### config.mk
export PLATFORM = sky130hd
export DESIGN_NAME = uart_rx_ctrl
export DESIGN_NICKNAME = d
export VERILOG_FILES = /design/src/rtl/uart_rx_pkg.sv /design/src/rtl/uart_rx_edge_bit_cnt.sv /design/src/rtl/uart_rx_ctrl.sv
export SDC_FILE = /design/constraint.sdc
export NUM_CORES = 1
export LEC_CHECK = 0
export CAP_MARGIN = 20
export CORE_ASPECT_RATIO = 0.9
export CORE_UTILIZATION = 50
export DETAILED_ROUTE_END_ITERATION = 6
export GPL_TIMING_DRIVEN = 0
export PLACE_DENSITY = 0.78
export SETUP_SLACK_MARGIN = 0.02
export SLEW_MARGIN = 20
export SYNTH_ARGS = -nofsm -noshare
export SYNTH_HDL_FRONTEND = slang
export SYNTH_SLANG_ARGS = --single-unit
### constraint.sdc
create_clock -name CLK -period 2.7 [get_ports CLK]
set_input_delay 0.54 -clock CLK [delete_from_list [all_inputs] [get_ports CLK]]
set_output_delay 0.54 -clock CLK [all_outputs]
set_load 0.05 [all_outputs]
### src/rtl/uart_rx_pkg.sv
// uart_rx_pkg: shared types and constants for the UART receive controller.
// Defines the frame-sequencer state encoding and the oversampling constants.
package uart_rx_pkg;

    typedef enum logic [2:0] {
        IDLE   = 3'd0,
        START  = 3'd1,
        DATA   = 3'd2,
        PARITY = 3'd3,
        STOP   = 3'd4,
        BREAK  = 3'd5
    } state_e;

    localparam int PRESCALE_MIN = 8;
    localparam int CHK_OFFSET   = 2;

endpackage

### src/rtl/uart_rx_edge_bit_cnt.sv
// uart_rx_edge_bit_cnt: oversample edge counter and data-bit counter.
// eob flags the last oversample of the current bit while counting is enabled.
module uart_rx_edge_bit_cnt #(
    parameter int WIDTH          = 8,
    parameter int PRESCALE_WIDTH = 6
) (
    input  logic                        CLK,
    input  logic                        RST,
    input  logic                        cnt_en,
    input  logic                        bit_inc,
    input  logic                        bit_clr,
    input  logic [PRESCALE_WIDTH-1:0]   Prescale_q,
    output logic [PRESCALE_WIDTH-1:0]   Edge_Cnt,
    output logic [$clog2(WIDTH+1)-1:0]  Bit_Cnt,
    output logic                        eob
);
    localparam int BW = $clog2(WIDTH + 1);

    logic [PRESCALE_WIDTH-1:0] edge_cnt_q, edge_cnt_d;
    logic [BW-1:0]             bit_cnt_q, bit_cnt_d;

    assign eob = cnt_en && (edge_cnt_q == Prescale_q - PRESCALE_WIDTH'(1));

    always_comb begin
        if (!cnt_en || eob) edge_cnt_d = '0;
        else                edge_cnt_d = edge_cnt_q + PRESCALE_WIDTH'(1);

        bit_cnt_d = bit_cnt_q;
        if (bit_clr)      bit_cnt_d = '0;
        else if (bit_inc) bit_cnt_d = bit_cnt_q + BW'(1);
    end

    always_ff @(posedge CLK or posedge RST) begin
        if (RST) begin
            edge_cnt_q <= '0;
            bit_cnt_q  <= '0;
        end else begin
            edge_cnt_q <= edge_cnt_d;
            bit_cnt_q  <= bit_cnt_d;
        end
    end

    assign Edge_Cnt = edge_cnt_q;
    assign Bit_Cnt  = bit_cnt_q;

endmodule

### src/rtl/uart_rx_ctrl.sv
// uart_rx_ctrl: UART receive frame sequencer (START/DATA/PARITY/STOP) with datapath enables.
// Break detection (BREAK state, P_DATA/Break_Det ports) is built only with UART_RX_BREAK_DET_EN.
module uart_rx_ctrl
    import uart_rx_pkg::*;
#(
    parameter int WIDTH          = 8,
    parameter int PRESCALE_WIDTH = 6
) (
    input  logic                        CLK,
    input  logic                        RST,
    input  logic                        RX_IN,
    input  logic                        PAR_EN,
    input  logic [PRESCALE_WIDTH-1:0]   Prescale,
    input  logic                        Strt_Glitch,
    input  logic                        Par_Err,
    input  logic                        Stp_Err,
    output logic [PRESCALE_WIDTH-1:0]   Edge_Cnt,
    output logic [$clog2(WIDTH+1)-1:0]  Bit_Cnt,
    output logic                        Dat_Samp_En,
    output logic                        Deser_En,
    output logic                        Strt_Chk_En,
    output logic                        Par_Chk_En,
    output logic                        Stp_Chk_En,
    output logic                        Data_Valid
`ifdef UART_RX_BREAK_DET_EN
    ,
    input  logic [WIDTH-1:0]            P_DATA,
    output logic                        Break_Det
`endif
);
    localparam int BW = $clog2(WIDTH + 1);

    state_e                    state_q, state_d;
    logic [PRESCALE_WIDTH-1:0] prescale_q;
    logic                      par_en_q, par_err_q;
    logic                      samp_en_q, deser_en_q, strt_en_q, par_chk_q, stp_en_q, data_valid_q;
    logic                      start_det, cnt_en, bit_inc, bit_clr, eob, bit_last, brk;

    // The IDLE cycle that sees RX low already counts as oversample 0 of the start bit,
    // which is what gives zero-gap back-to-back frames.
    assign start_det = (state_q == IDLE) && !RX_IN;
    assign cnt_en    = start_det || (state_q inside {START, DATA, PARITY, STOP});
    assign bit_inc   = (state_q == DATA) && eob;
    assign bit_clr   = ((state_d == DATA) && (state_q != DATA)) ||
                       ((state_d == IDLE) && (state_q != IDLE));
    assign bit_last  = (Bit_Cnt == BW'(WIDTH - 1));

`ifdef UART_RX_BREAK_DET_EN
    logic break_det_q;
    assign brk       = Stp_Err && (P_DATA == '0);
    assign Break_Det = break_det_q;
`else
    assign brk       = 1'b0;
`endif

    uart_rx_edge_bit_cnt #(
        .WIDTH          (WIDTH),
        .PRESCALE_WIDTH (PRESCALE_WIDTH)
    ) u_cnt (
        .CLK        (CLK),
        .RST        (RST),
        .cnt_en     (cnt_en),
        .bit_inc    (bit_inc),
        .bit_clr    (bit_clr),
        .Prescale_q (prescale_q),
        .Edge_Cnt   (Edge_Cnt),
        .Bit_Cnt    (Bit_Cnt),
        .eob        (eob)
    );

    always_comb begin
        state_d = state_q;
        case (state_q)
            IDLE:   if (!RX_IN) state_d = START;
            START:  if (eob) state_d = Strt_Glitch ? IDLE : DATA;
            DATA:   if (eob && bit_last) state_d = par_en_q ? PARITY : STOP;
            PARITY: if (eob) state_d = STOP;
            STOP:   if (eob) state_d = brk ? BREAK : IDLE;
`ifdef UART_RX_BREAK_DET_EN
            BREAK:  if (RX_IN) state_d = IDLE;
`endif
            default: state_d = IDLE;
        endcase
    end

    always_ff @(posedge CLK or posedge RST) begin
        if (RST) begin
            state_q      <= IDLE;
            prescale_q   <= '0;
            par_en_q     <= 1'b0;
            par_err_q    <= 1'b0;
            samp_en_q    <= 1'b0;
            deser_en_q   <= 1'b0;
            strt_en_q    <= 1'b0;
            par_chk_q    <= 1'b0;
            stp_en_q     <= 1'b0;
            data_valid_q <= 1'b0;
`ifdef UART_RX_BREAK_DET_EN
            break_det_q  <= 1'b0;
`endif
        end else begin
            state_q <= state_d;
            if (start_det) begin
                prescale_q <= Prescale;
                par_en_q   <= PAR_EN;
                par_err_q  <= 1'b0;
            end else if ((state_q == PARITY) && eob) begin
                par_err_q  <= Par_Err;
            end
            samp_en_q    <= state_d inside {START, DATA, PARITY, STOP};
            deser_en_q   <= (state_d == DATA);
            strt_en_q    <= (state_d == START);
            par_chk_q    <= (state_d == PARITY);
            stp_en_q     <= (state_d == STOP);
            data_valid_q <= (state_q == STOP) && eob && !par_err_q && !Stp_Err && !brk;
`ifdef UART_RX_BREAK_DET_EN
            break_det_q  <= (state_q == STOP) && eob && brk;
`endif
        end
    end

    assign Dat_Samp_En = samp_en_q;
    assign Deser_En    = deser_en_q;
    assign Strt_Chk_En = strt_en_q;
    assign Par_Chk_En  = par_chk_q;
    assign Stp_Chk_En  = stp_en_q;
    assign Data_Valid  = data_valid_q;

endmodule

Fig. 1: the clock network
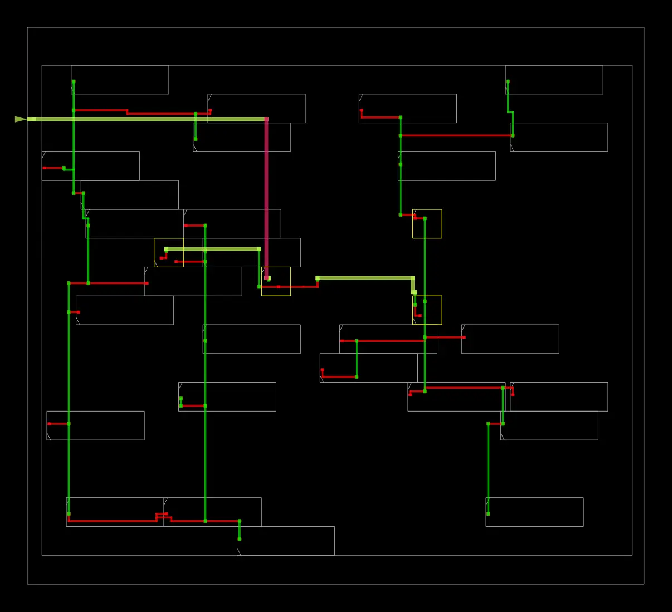
number of sinks on the clock net: 27
clock buffers: 3

Fig. 2: placement density heat map
Scale: 6 px per um. 12 x 11 tiles, from white (low) to dark blue (high), 0 to 100% covered.
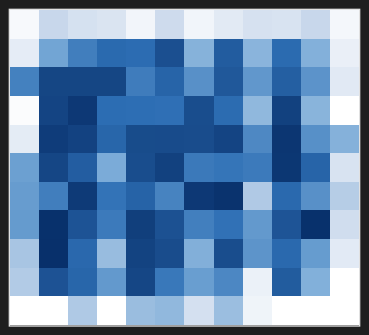
densest ninth of the die: middle
mean over tiles: 57%
fullest tile: 100%
Final Util: 70.1%
standard cell core area: 2570 sq um
initial standard-cell utilization of the core: 55.1%

Fig. 3: supply network
Scale: 6 px per um. Pins as bars on the die edge. Tap cells in grey.
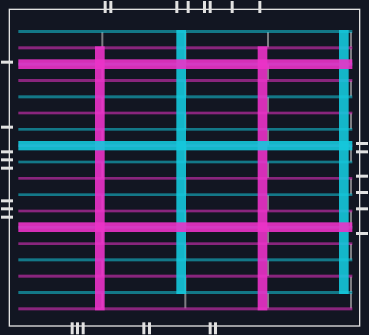
legend:
  cyan:
    net: VDD
  magenta:
    net: VSS
signal pins: 29
met1 rails: 18
met5 straps: 3

Fig. 4: sequential cells grouped by signal name
Scale: 8 px per um. Other sequential cells in the stronger grey, the rest of the logic in the fainter grey.
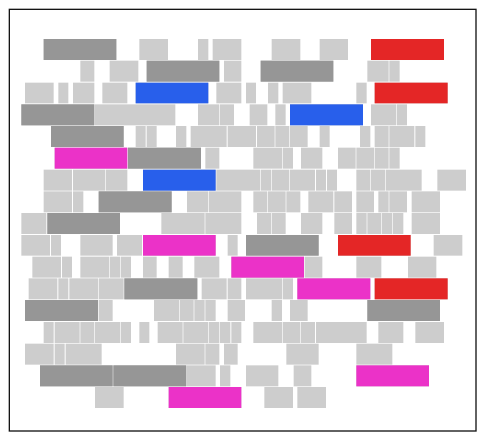
legend:
  blue:
    netlist_name: state_q
    flops: 3
  magenta:
    netlist_name: prescale_q
    flops: 6
  red:
    netlist_name: u_cnt.Bit_Cnt
    flops: 4
not coloured: 14

Fig. 5: wiring by layer
Scale: 8 px per um.
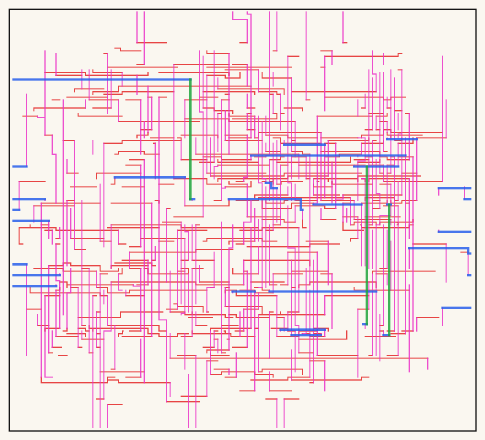
legend:
  green:
    layer: met4
    wire_length: 51.0 um
  blue:
    layer: met3
    wire_length: 153 um
  magenta:
    layer: met2
    wire_length: 1,720 um
  red:
    layer: met1
    wire_length: 1,350 um
Final Routed Wirelength: 3280 um
GRT Util Overall: 24.6%
final routed wire length divided by cell count: 15.3 um

==> flow_summary.rst <==
Flow metrics
------------

.. list-table::
   :header-rows: 1

   * - Metric
     - Value
   * - Outcome
     - finished, final reports clean
   * - Comb power frac
     - between 50 and 60%
   * - Critical path cell sequence
     - inv_1, ha_1, nor2b_1, or3_1, a31o_4, or2_4, buf_6, o31ai_2, a21oi_1
   * - Crit Path Class
     - flip-flop to flip-flop
   * - Post-CTS Resized
     - 0
   * - Number of antenna violations at the first check in global routing
     - 0
   * - Final Critical Period
     - between 2 and 2.5 ns
   * - Final nets
     - 194
   * - CP max FO
     - 10
   * - Pin count of the biggest net entering global routing
     - 28
   * - Highest ir drop seen on vdd
     - approximately 840 uV
   * - Wire length of the first global-routing pass
     - between 5000 and 6000 um
   * - Final critical-path share of the clock period
     - roughly nine tenths
   * - Unrepaired setup endpoints after global routing
     - no
   * - Total of warnings raised by yosys
     - 0
   * - Setup skew after layout
     - 0.0115 ns
   * - Setup Fix Bufs, Post-CTS
     - 0
   * - DRT iter0 DRCs
     - around 65
   * - Type of element capturing the critical path
     - flip-flop
   * - Proportion of power drawn by flip-flops and latches
     - about a third
   * - Remaining global-route overflow
     - 0
   * - Leading cell type in the layout, fill and taps excluded
     - sky130_fd_sc_hd__clkdlybuf4s50_1
   * - Minimum setup slack in the final design
     - 0.281 ns
   * - Final count of hold timing violations
     - 0
   * - Worst path required time
     - 2.91 ns
   * - Arr. time, crit path
     - approximately 2.6 ns
   * - Width of the die
     - between 50 and 60 um
   * - Worst setup timing slack at the placement stage
     - ~0.32 ns
   * - Top achievable clock speed
     - a little over 400 MHz
   * - Flops & latches, synth
     - 27
   * - Clock slew seen by the registers of the worst setup and hold paths
     - around 0.15 ns
   * - Beginning of the critical path
     - prescale_q[0]
   * - Number of max-cap violations
     - 0
   * - Placement Rows
     - 17
   * - Inserted Clock Buffers
     - 3
   * - DIE AREA
     - approximately 3000 sq um
   * - Final Max Slew Viols
     - 0
   * - Top Metal Used
     - met4
   * - Net switching power figure
     - about 0.0010 W
   * - Number of antenna cells inserted
     - 0
   * - Clock Power Share
     - about 8.4%
   * - Launching point of the worst reg2reg path
     - prescale_q[0]
   * - Total power density per cell area
     - between 1000 and 1500 nW/um^2
   * - Fraction of layout cells with a size suffix above 1
     - a little under an eighth
   * - Via count of the first global-routing pass
     - between 1,000 and 1,500
   * - Asr flop ratio synth
     - 100%
   * - Vias per std cell
     - approximately 5.6
   * - HPWL Detailed
     - between 2000 and 2500 um
   * - Met3 Wirelength
     - between 150 and 200 um
   * - Switching power as a share of total power
     - about half
   * - Count of unresolved DRC violations after routing
     - 0
   * - Synth-to-Final Area Change
     - 27.2%
   * - Count of mapped cells out of synthesis
     - around 140
   * - Finish-stage setup viols
     - 0
   * - Netlist area before placement
     - roughly 1400 sq um
   * - Post-cts hold buffer count
     - 0
   * - Max-slew headroom
     - 64.1%
   * - Latest clock arrival within the worst-skew pair
     - between 0.3 and 0.4 ns
   * - I/O pin count
     - 29
   * - Synth Area per Inst
     - 9.85 sq um
-- power groups by stage --
stage / Combinational, W / Sequential [W] / Clock, W
2_1_floorplan: 0.000631 / 0.000942 / 0
3_3_place_gp: 0.00113 / 0.000720 / 0
3_5_place_dp: 0.00119 / 0.000730 / 0
4_1_cts: 0.00120 / 0.000722 / 0.000184
5_1_grt: 0.00131 / 0.000749 / 0.000196
6_report: 0.00121 / 0.000725 / 0.000178
-- registers in the layout (all words and copies together), names as in the netlist --
signal,flops
prescale_q,6
u_cnt.Edge_Cnt,6
Dat_Samp_En,1
Stp_Chk_En,1
par_err_q,1
par_en_q,1
Deser_En,1
Data_Valid,1
state_q,3
u_cnt.Bit_Cnt,4
Strt_Chk_En,1
Par_Chk_En,1
-- worst reg2reg max path: stages (launching register included) --
cell and delay, ns:
sky130_fd_sc_hd__dfrtp_1 0.44, sky130_fd_sc_hd__inv_1 0.08, sky130_fd_sc_hd__ha_1 0.24, sky130_fd_sc_hd__nor2b_1 0.15, sky130_fd_sc_hd__or3_1 0.37, sky130_fd_sc_hd__a31o_4 0.28
sky130_fd_sc_hd__or2_4 0.27, sky130_fd_sc_hd__buf_6 0.15, sky130_fd_sc_hd__o31ai_2 0.22, sky130_fd_sc_hd__a21oi_1 0.09
-- synthesized netlist by cell type (all sizes together), types with 3 or more instances --
cell	count	share of area [%]
dfrtp	27	48
nand2	18	4.8
nor2	12	3.4
inv	10	2.6
nand3	9	3.2
o21ai	7	2.5
xnor2	7	4.3
nor4	5	3.1
a21oi	4	1.4
mux2	4	3.2
nand4	4	1.8
ha	3	2.6
nor2b	3	1.3
xor2	3	1.9
-- per-layer routing --
metal	up-vias	global-route usage, %
li1	576	-
met1	588	29.7
met2	43	43.3
met3	6	5.43
met4	0	9.13
met5	-	0
-- through the flow --
| stage | std cells | instance area (sq um) |
|---|---|---|
| floorplan | 144 | 1420 |
| global placement | 210 | 1750 |
| detailed placement | 210 | 1750 |
| CTS | 214 | 1780 |
| global route | 215 | 1800 |
| finish | 215 | 1800 |
-- cell type report --
| class | count | area (sq um) | share of cell area, % |
|---|---|---|---|
| Tap cell | 38 | 47.5 | 2.64 |
| Inverter | 11 | 41.3 | 2.29 |
| Timing Repair Buffer | 29 | 308 | 17.1 |
| Clock buffer | 3 | 22.5 | 1.25 |
| Multi-Input combinational cell | 103 | 683 | 37.9 |
| Sequential cell | 27 | 676 | 37.4 |
| Clock inverter | 1 | 7.51 | 0.416 |
| Buffer | 3 | 18.8 | 1.04 |
-- cells by family after synthesis --
logic type / share of synthesized area [%]
simple gates: 22.9
fa+ha+maj: 2.65
mux: 3.17
xor+xnor: 6.17
compound gates: 13.2
flops: 47.6
buf+inv: 4.23
-- worst paths after layout --
| kind | end | slack (ns) | cells after the start |
|---|---|---|---|
| worst max-delay path | par_err_q | 0.28 | 9 |
| worst max register to register | par_err_q | 0.28 | 9 |
| worst min register to register | Data_Valid | 0.50 | 1 |
| max in group asynchronous | u_cnt.Bit_Cnt[2] | 1.88 | 3 |
| worst min-delay path | Par_Chk_En | 0.42 | 2 |
| min in group CLK | Data_Valid | 0.50 | 1 |
No activity file was given, so power comes from the tool's default toggle rates.
